**Run 1: wires at chosen ports, followed through buffers**

Bar = 20 um.
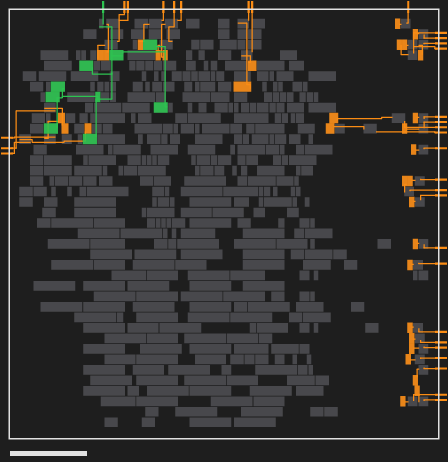
**Run 1: layout detail**

Bar = 10 um. Region (15, 15) to (40, 40) um. Cells in gray, sequential cells in the stronger gray; small squares are vias.
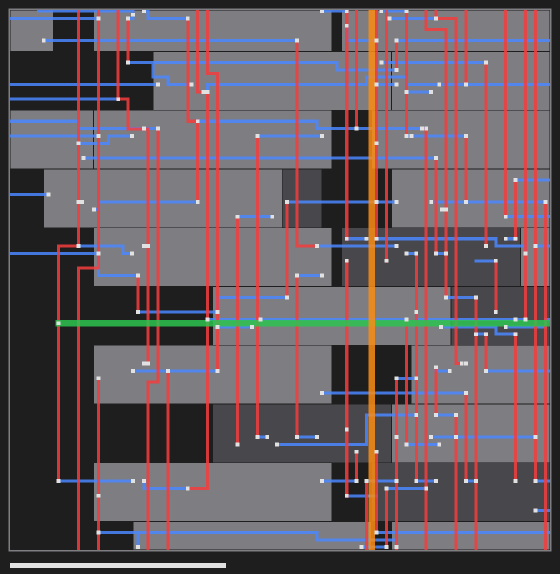
**Run 1: congestion heat map**

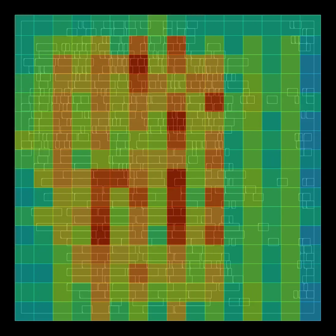
`src/rtl/apb_i2c_regs.sv`:
```
// APB3 register file and TX sequencer in front of the I2C master controller.
// Software fills a byte FIFO and kicks a transfer; bytes are handed over one per done pulse.
module apb_i2c_regs #(
    parameter int FIFO_DEPTH = 8,
    parameter int PTR_W      = $clog2(FIFO_DEPTH)
) (
    input  logic        clk,
    input  logic        rst,
    input  logic        psel,
    input  logic        penable,
    input  logic        pwrite,
    input  logic [4:0]  paddr,
    input  logic [31:0] pwdata,
    output logic [31:0] prdata,
    output logic        pready,
    output logic        pslverr,
    output logic        i2c_enable,
    output logic [7:0]  i2c_slave_address,
    output logic [7:0]  i2c_data_in,
    output logic        i2c_repeated_start,
    input  logic        i2c_done,
    input  logic [7:0]  i2c_rx_data,
    input  logic        i2c_rx_valid
);

    localparam logic [2:0] REG_CTRL   = 3'd0;
    localparam logic [2:0] REG_STATUS = 3'd1;
    localparam logic [2:0] REG_ADDR   = 3'd2;
    localparam logic [2:0] REG_TXDATA = 3'd3;
    localparam logic [2:0] REG_RXDATA = 3'd4;

    localparam logic [PTR_W:0]   CNT_DEPTH = (PTR_W + 1)'(FIFO_DEPTH);
    localparam logic [PTR_W:0]   CNT_ONE   = (PTR_W + 1)'(1);
    localparam logic [PTR_W-1:0] PTR_ONE   = PTR_W'(1);

    typedef enum logic [1:0] {
        ST_IDLE,
        ST_LOAD,
        ST_XFER
    } state_t;

    state_t state;
    state_t state_next;

    logic             ctrl_en;
    logic             ctrl_rstart;
    logic             ovf;
    logic [7:0]       addr_reg;
    logic [7:0]       data_reg;
    logic [7:0]       rx_data_reg;
    logic             rx_flag;

    logic [7:0]       mem [FIFO_DEPTH];
    logic [PTR_W-1:0] wr_ptr;
    logic [PTR_W-1:0] rd_ptr;
    logic [PTR_W:0]   count;
    logic [PTR_W:0]   count_next;

    logic       access;
    logic [2:0] reg_sel;
    logic       decode_err;
    logic       wr_ok;
    logic       rd_ok;
    logic       wr_ctrl;
    logic       wr_status;
    logic       wr_addr;
    logic       rd_rxdata;
    logic       start_req;
    logic       flush_req;
    logic       push_req;
    logic       push_ok;
    logic       pop;
    logic       ovf_set;
    logic       fifo_full;
    logic       fifo_empty;
    logic       unused_bits;

    assign unused_bits = ^{paddr[1:0], pwdata[31:8]};

    assign access  = psel & penable;
    assign reg_sel = paddr[4:2];
    assign pready  = 1'b1;

    always_comb begin
        decode_err = 1'b1;
        case (reg_sel)
            REG_CTRL, REG_STATUS, REG_ADDR: decode_err = 1'b0;
            REG_TXDATA:                     decode_err = ~pwrite;
            REG_RXDATA:                     decode_err = pwrite;
            default:                        decode_err = 1'b1;
        endcase
    end

    assign wr_ok     = access & pwrite & ~decode_err;
    assign rd_ok     = access & ~pwrite & ~decode_err;
    assign wr_ctrl   = wr_ok & (reg_sel == REG_CTRL);
    assign wr_status = wr_ok & (reg_sel == REG_STATUS);
    assign wr_addr   = wr_ok & (reg_sel == REG_ADDR);
    assign push_req  = wr_ok & (reg_sel == REG_TXDATA);
    assign rd_rxdata = rd_ok & (reg_sel == REG_RXDATA);
    assign start_req = wr_ctrl & pwdata[1];
    assign flush_req = wr_ctrl & pwdata[3];
    assign pslverr   = access & decode_err;

    assign fifo_full  = (count == CNT_DEPTH);
    assign fifo_empty = (count == '0);
    assign pop        = (state == ST_LOAD);

    // A pop frees the slot a simultaneous push needs, so a full FIFO only overflows without one.
    assign push_ok = push_req & ~flush_req & (~fifo_full | pop);
    assign ovf_set = push_req & ~flush_req & fifo_full & ~pop;

    always_comb begin
        count_next = count;
        if (flush_req) begin
            count_next = '0;
        end else if (push_ok && !pop) begin
            count_next = count + CNT_ONE;
        end else if (!push_ok && pop) begin
            count_next = count - CNT_ONE;
        end
    end

    always_ff @(posedge clk) begin
        if (!rst && push_ok) begin
            mem[wr_ptr] <= pwdata[7:0];
        end
    end

    always_ff @(posedge clk) begin
        if (rst) begin
            wr_ptr <= '0;
            rd_ptr <= '0;
            count  <= '0;
        end else if (flush_req) begin
            wr_ptr <= '0;
            rd_ptr <= '0;
            count  <= '0;
        end else begin
            if (push_ok) begin
                wr_ptr <= wr_ptr + PTR_ONE;
            end
            if (pop) begin
                rd_ptr <= rd_ptr + PTR_ONE;
            end
            count <= count_next;
        end
    end

    // The byte in flight lives outside the FIFO, so a flush never disturbs it.
    always_ff @(posedge clk) begin
        if (rst) begin
            data_reg <= '0;
        end else if (pop) begin
            data_reg <= mem[rd_ptr];
        end
    end

    always_ff @(posedge clk) begin
        if (rst) begin
            ctrl_en     <= 1'b0;
            ctrl_rstart <= 1'b0;
            ovf         <= 1'b0;
            addr_reg    <= '0;
        end else begin
            if (wr_ctrl) begin
                ctrl_en     <= pwdata[0];
                ctrl_rstart <= pwdata[2];
            end
            if (ovf_set) begin
                ovf <= 1'b1;
            end else if (wr_status && pwdata[3]) begin
                ovf <= 1'b0;
            end
            if (wr_addr) begin
                addr_reg <= pwdata[7:0];
            end
        end
    end

    // Fresh receive data wins over a read that would otherwise clear the flag.
    always_ff @(posedge clk) begin
        if (rst) begin
            rx_data_reg <= '0;
            rx_flag     <= 1'b0;
        end else if (i2c_rx_valid) begin
            rx_data_reg <= i2c_rx_data;
            rx_flag     <= 1'b1;
        end else if (rd_rxdata) begin
            rx_flag <= 1'b0;
        end
    end

    always_ff @(posedge clk) begin
        if (rst) begin
            state <= ST_IDLE;
        end else begin
            state <= state_next;
        end
    end

    always_comb begin
        state_next = state;
        case (state)
            ST_IDLE: begin
                if (start_req && pwdata[0] && !flush_req && !fifo_empty) begin
                    state_next = ST_LOAD;
                end
            end
            ST_LOAD: begin
                state_next = ST_XFER;
            end
            ST_XFER: begin
                if (i2c_done) begin
                    state_next = (ctrl_en && count_next != '0) ? ST_LOAD : ST_IDLE;
                end
            end
            default: begin
                state_next = ST_IDLE;
            end
        endcase
    end

    always_comb begin
        i2c_enable         = (state == ST_XFER);
        i2c_repeated_start = (state == ST_XFER) & ctrl_rstart;
        i2c_slave_address  = addr_reg;
        i2c_data_in        = data_reg;
    end

    always_comb begin
        prdata = '0;
        if (rd_ok) begin
            case (reg_sel)
                REG_CTRL:   prdata = {28'h0, 1'b0, ctrl_rstart, 1'b0, ctrl_en};
                REG_STATUS: prdata = {16'h0, 8'(count), 3'b000, rx_flag, ovf,
                                      fifo_empty, fifo_full, state != ST_IDLE};
                REG_ADDR:   prdata = {24'h0, addr_reg};
                REG_RXDATA: prdata = {24'h0, rx_data_reg};
                default:    prdata = '0;
            endcase
        end
    end

endmodule

```
`config.mk`:
```
export PLATFORM = sky130hd
export DESIGN_NAME = apb_i2c_regs
export DESIGN_NICKNAME = d
export VERILOG_FILES = /design/src/rtl/apb_i2c_regs.sv
export SDC_FILE = /design/constraint.sdc
export NUM_CORES = 1
export LEC_CHECK = 0
export CORE_MARGIN = 2
export CORE_UTILIZATION = 41
export CTS_CLUSTER_SIZE = 14
export DETAILED_ROUTE_END_ITERATION = 16
export GPL_TIMING_DRIVEN = 0
export MAX_ROUTING_LAYER = met4
export PLACE_DENSITY = 0.74
export SLEW_MARGIN = 20
export SYNTH_ARGS = -nofsm -noshare
export SYNTH_HDL_FRONTEND = slang
export SYNTH_SLANG_ARGS = --single-unit
```
`constraint.sdc`:
```
create_clock -name clk -period 3.1 [get_ports clk]
set_input_delay 0.62 -clock clk [delete_from_list [all_inputs] [get_ports clk]]
set_output_delay 0.62 -clock clk [all_outputs]
set_load 0.01 [all_outputs]
```
==> impl_metrics.tcl, run 1 <==
# implementation run metrics
set metrics [dict create \
    tightest_slew_ps 827 \
    comb_share_pct 31.2 \
    largest_register_ffs 64 \
    postCtsSetupBuffers 0 \
    wl_met2_um 4720 \
    ir_drop_v 0.000266 \
    status "finished, final reports clean" \
    end_kind "primary output" \
    area_delta_synth_final_pct 24.1 \
    cp_slowest_cell "clkdlybuf4s50_1" \
    ctsHoldBuffers 0 \
    p_clk_share_pct 38.8 \
    grt_pass1_wl_um 15500 \
    grt_pass1_vias 2998 \
    synth_chip_area_um2 4690 \
    crit_required_ps 2480 \
    slew_headroom_pct 44.7 \
    tns_ps 0 \
    crit_path_max_fanout 6 \
    layout.cells.non_filler 603 \
    max_stage_delay_ps 540 \
    fp-utilization_pct 41.6 \
    p_seq_uw 1490 \
    cp_common_cell "clkdlybuf4s50_1" \
    largestClassByArea "sequential cells" \
    layout_top_cell "edfxtp_1" \
    clk_pin_slew_worst_paths_ps 70 \
    warning_count 54 \
    placedCellCount 586 \
    drt_iter0_markers 191 \
    setup_slack_ps 120 \
    htree_levels 3 \
    drc_errors 0 \
    design_area_um2 5830 \
    met1Wirelength_um 4370 \
    worstPathCellList "clkdlybuf4s50_1 -> nor2_1 -> o21ai_2 -> nor3_4 -> and2_1 -> clkdlybuf4s50_1" \
    chipWidth_um 111 \
    syn-instance-count 370 \
    power_density_nw_per_um2 467 \
    regMostFlops "mem" \
    rows 39 \
    postPlaceCellArea_um2 5490 \
    maxSlewViolCount 0 \
    period_used_pct 96.1 \
    nNonClkInverters 3 \
    dp_slack_ps -321 \
    die_y_um 111 \
    cts_tree "built" \
    total_power_uw 2720 \
    comb_cells 240 \
    fin_hold_ws_ps 495 \
    finClkSkew_ps 7.04 \
    p_switching_uw 610 \
    hp-class "flip-flop to flip-flop" \
    seq_share_pct 46.7 \
    grt_max_degree 19 \
    clk_share_pct 4.79 \
    nWellTaps 143 \
    regArea_um2 2720 \
    max_freq_mhz 336 \
    r2r_setup_slack_ps 250 \
    comb_power_share_pct 6.6 \
    synthArstFlopShare_pct 0 \
    top_layer "met4" \
    coreArea_um2 11300 \
    finalWirelength_um 9600 \
    p_comb_uw 181 \
    finalHoldViolCount 0 \
]
Back to the opening pictures, 'wires at chosen ports, followed through buffers':
Key: i2c_rx_valid = green [bits 1, direction input, edge top, end cells 9, buffers 1, wire 101 um]; prdata = orange [bits 32, direction output, edge 21 right, 8 top, 3 left, end cells 32, buffers 32, wire 353 um]
Boundary Pins: 104
IO Port Bufs: 54

Back to the opening pictures, 'layout detail':
Key: M4 = orange; M3 = green; M2 = red; M1 = blue
19 logic cells have their middle in the window. Sequential cells in the window: 14. Most frequent: edfxtp_1 (14), mux4_2 (4), clkinv_2 (1). Netlist names of flops here include mem (14).

Back to the opening pictures, 'congestion heat map':
grt met2 use: 26.5%
GRT Overall Usage: 16.5%
Avg WL per Cell: 15.9 um
grt met1 use: 21.4%
gr busiest metal: met2

[run 1: final timing paths]
check                                     startpoint              endpoint  cells past startpoint
worst min register to register  rx_flag$_SDFFE_PP0P_  rx_flag$_SDFFE_PP0P_                      2
worst min-delay path            rx_flag$_SDFFE_PP0P_  rx_flag$_SDFFE_PP0P_                      2
worst max-delay path                          pwrite            prdata[11]                      6
worst max register to register   count[1]$_SDFF_PP0_   mem[5][4]$_DFFE_PP_                      6
[run 1: synthesized netlist by cell type, drive strengths merged (2+ instances only)]
cell type   n  area, um^2
buf        33         220
nand2      11        41.3
xnor2       5        43.8
nor3b       2        15.0
a22oi       6        45.0
nand4b      2        32.5
edfxtp     64        1920
clkbuf      9        33.8
dfxtp      40         801
o21ai       8        40.0
conb        2        7.51
inv         3        11.3
nand3b      3        22.5
nor2b       8        50.1
nor4        5        46.3
a211oi     10        87.6
mux2i      29         290
nor2       58         218
xor2        3        26.3
nor3        8        50.1
nand2b      6        37.5
and2        4        25.0
a21oi      11        55.1
a31oi       4        25.0
ha          5        62.6
nand3       4        20.0
mux4       16         360
[run 1: per-layer routing]
metal,global-route usage [%],vias to the layer above
li1,-,1485
met5,-,-
met3,2.68,9
met2,26.5,75
met4,5.83,0
met1,21.4,1521
[run 1: kinds of logic (layout without fill, tap and decap cells)]
group                    count (synthesis)  count (layout)  synth area share [%]
AND-OR/OR-AND                           45              45                  6.48
buffers and inverters                   45             116                  5.65
other                                    2              21                 0.160
AND/OR/NAND/NOR                        115             115                  12.8
multiplexers                            46              46                  14.1
XOR/XNOR                                 8               8                  1.49
adder cells (fa/ha/maj)                  5               5                  1.33
flip-flops                             104             104                  58.0
[run 1: worst max-delay path: cells and delay by family]
family,cells,cell delay [ps]
buffers and inverters,2,1080
AND/OR/NAND/NOR,3,530
AND-OR/OR-AND,1,120
**Run 1: sequential cells colored by netlist name**

Bar = 20 um.
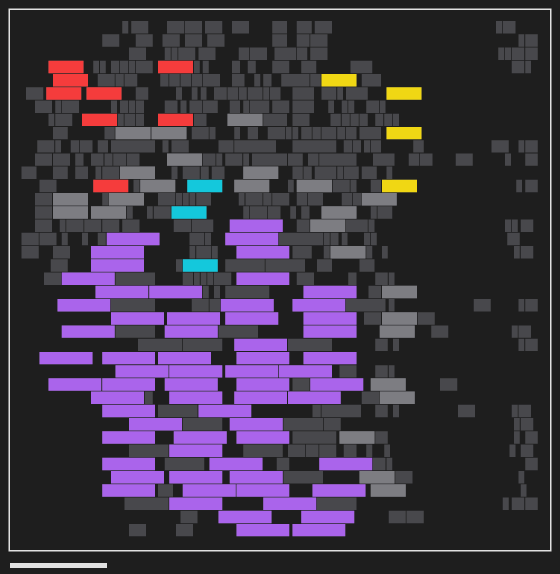

--- run 2 (diff from run 1) ---
--- a/config.mk
+++ b/config.mk
@@ -6,12 +6,12 @@
 export NUM_CORES = 1
 export LEC_CHECK = 0
 export CORE_MARGIN = 2
-export CORE_UTILIZATION = 41
+export CORE_UTILIZATION = 30
 export CTS_CLUSTER_SIZE = 14
 export DETAILED_ROUTE_END_ITERATION = 16
 export GPL_TIMING_DRIVEN = 0
 export MAX_ROUTING_LAYER = met4
-export PLACE_DENSITY = 0.74
+export PLACE_DENSITY = 0.59
 export SLEW_MARGIN = 20
 export SYNTH_ARGS = -nofsm -noshare
 export SYNTH_HDL_FRONTEND = slang
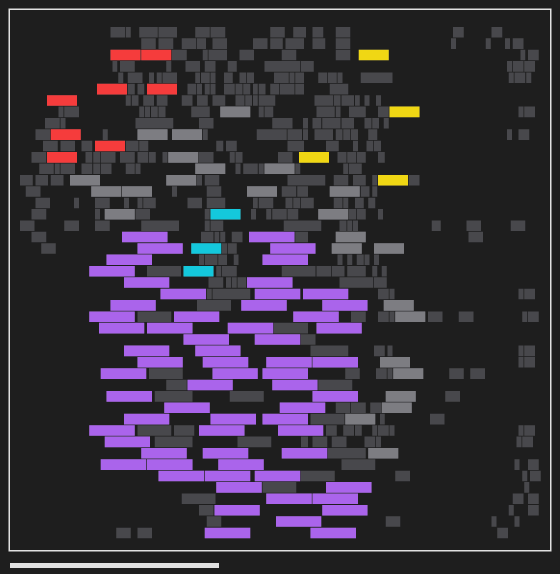
**Above:** run 2 (sequential cells colored by netlist name).
Bar = 50 um.
Key: wr_ptr = cyan [placed flops 3]; rx_data_reg = red [placed flops 8, where upper left]; count = yellow [placed flops 4]; mem = purple [placed flops 64]
Another 25 sequential cells are not colored.
Reg area: 2720 um^2
flop share of the area: 46.1%
Seq group: 1490 uW

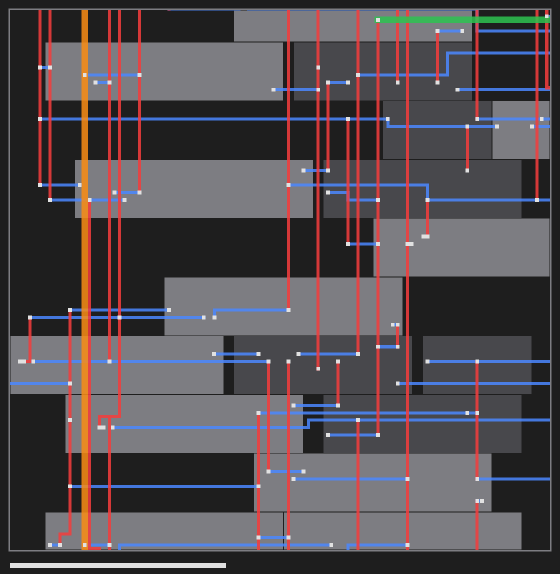
**Above:** run 2 (layout detail).
Bar = 10 um. Region (20, 20) to (45, 45) um. Cells in gray, sequential cells in the stronger gray; small squares are vias.
Key: M1 = blue; M4 = orange; M2 = red; M3 = green
Most frequent: edfxtp_1 (10). 16 logic cells have their middle in the window. Netlist names of flops here include mem (10). Sequential cells in the window: 10.

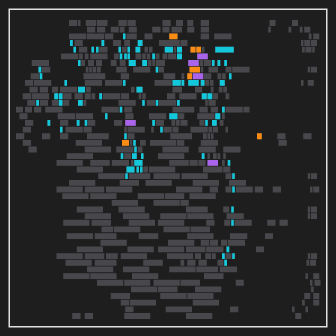
**Above:** run 2 (gate families picked out).
Key: nor cells = cyan [cells 82, most used nor2_1]; fa/ha/maj cells = purple [cells 5, most used ha_1, where top center]; and/or cells = orange [cells 7, most used and2_1, where top center]
logic share of the area: 30.5%
Layout Cells excl Fill: 670

==> run 2 against run 1 <==
  * Largest power group unchanged
  * Critical endpoint is now mem[4][5]$_DFFE_PP_
  * Worst setup slack got worse by 13 ps
  * Clock skew fell by 0.72 ps
  * Flip-flop count did not move
  * First-iteration DRC count rose by 28%
==> impl_metrics.tcl, run 2 <==
# implementation run metrics
set metrics [dict create \
    status "finished, final reports clean" \
    ir_drop_v 0.000233 \
    ctsHoldBuffers 0 \
    comb_power_share_pct 6.5 \
    grt_busiest_layer "met2" \
    grt_use_met1_pct 17.5 \
    yosys.area.top_type_share_pct 40.9 \
    tightest_slew_ps 848 \
    chipWidth_um 129 \
    area_delta_synth_final_pct 25.9 \
    grt_usage_pct 13.3 \
    timing.rr.end "mem[4][5]$_DFFE_PP_" \
    cp_slowest_cell "nor2_1" \
    wl_met2_um 5060 \
    total_power_uw 2770 \
    period_used_pct 96.5 \
    cts_tree "built" \
    finalWirelength_um 10300 \
    fin_hold_ws_ps 487 \
    crit_required_ps 3070 \
    tns_ps 0 \
    hp-class "flip-flop to flip-flop" \
    path_buffers 1 \
    maxSlewViolCount 0 \
    top_layer "met4" \
    largest_register_ffs 64 \
    met1Wirelength_um 4820 \
    finClkSkew_ps 6.32 \
    dp_slack_ps -331 \
    worstHoldStart "rx_flag$_SDFFE_PP0P_" \
    p_comb_uw 181 \
    drc_errors 0 \
    rows 45 \
    p_switching_uw 615 \
    worstPathCellList "clkdlybuf4s50_1 -> nand4b_4 -> a211oi_4 -> or3b_1 -> nor2_1" \
    grt_pass1_wl_um 16300 \
    globalRouteMet2Util_pct 20.9 \
    ios 104 \
    critical_path.top_delay_family "simple AND/OR/NAND/NOR gates" \
    end_kind "flip-flop" \
    power_density_nw_per_um2 469 \
    syn-instance-count 370 \
    most_common_cell "edfxtp_1" \
    die_y_um 129 \
    topCellsByArea "edfxtp_1 (41%), dfxtp_1 (17%), mux4_2 (7.7%)" \
    yosys.area.top_type "edfxtp_1" \
    worst-r2r-cell-count 6 \
    port_buffers 54 \
    crit_path_max_fanout 8 \
]
[run 2: netlist changes by cell type in the layout (fill, tap and decap cells not counted), sizes merged]
| cell | previous run | this run |
|---|---|---|
| clkdlybuf4s50 | 45 | 42 |
| dlymetal6s2s | 2 | 5 |
| buf | 32 | 34 |
| clkinvlp | 2 | 0 |
| clkbuf | 20 | 19 |
| clkinv | 2 | 3 |
| inv | 6 | 5 |
[run 2: area by class of cell]
type | instances | area (um^2)
repair buffers | 54 | 544
plain buffers | 42 | 273
clock inverters | 5 | 37.5
clock buffers | 11 | 253
flip-flops and latches | 104 | 2720
fillers | 1444 | 9350
inverters | 3 | 11.3
multi-input cells | 240 | 1800
well taps | 211 | 264
[run 2: timing repair]
| action | CTS | global route |
|---|---|---|
| gates resized | 19 | 9 |
| setup endpoints to repair | 13 | 15 |
| pin swaps | 0 | 1 |
| setup buffers | 0 | 0 |
| hold endpoints to repair | 0 | 0 |
[run 2: cell families (layout without fill, tap and decap cells)]
kind of cell,after synthesis,in the layout,synth area share (%)
other,2,21,0.160
and+or+nand+nor,115,115,12.8
xor gates and xnor gates,8,8,1.49
DFF,104,104,58.0
buffers and inverters,45,115,5.65
muxes,46,46,14.1
AOI/OAI and AO/OA,45,45,6.48
adders and majority gates,5,5,1.33
[run 2: worst max-delay path by stage]
stage,depth (start not counted),endpoint,slack (ps),from
after floorplan,5,mem[1][0]$_DFFE_PP_,650,paddr[2]
after global placement,5,mem[2][5]$_DFFE_PP_,-390,paddr[3]
after detailed placement,6,pslverr,-330,paddr[3]
after CTS,8,prdata[2],2,count[0]$_SDFF_PP0_
after global routing,5,mem[4][0]$_DFFE_PP_,-10,pwrite
final,5,mem[4][5]$_DFFE_PP_,110,pwrite
Power is estimated from default activity; no workload was simulated.
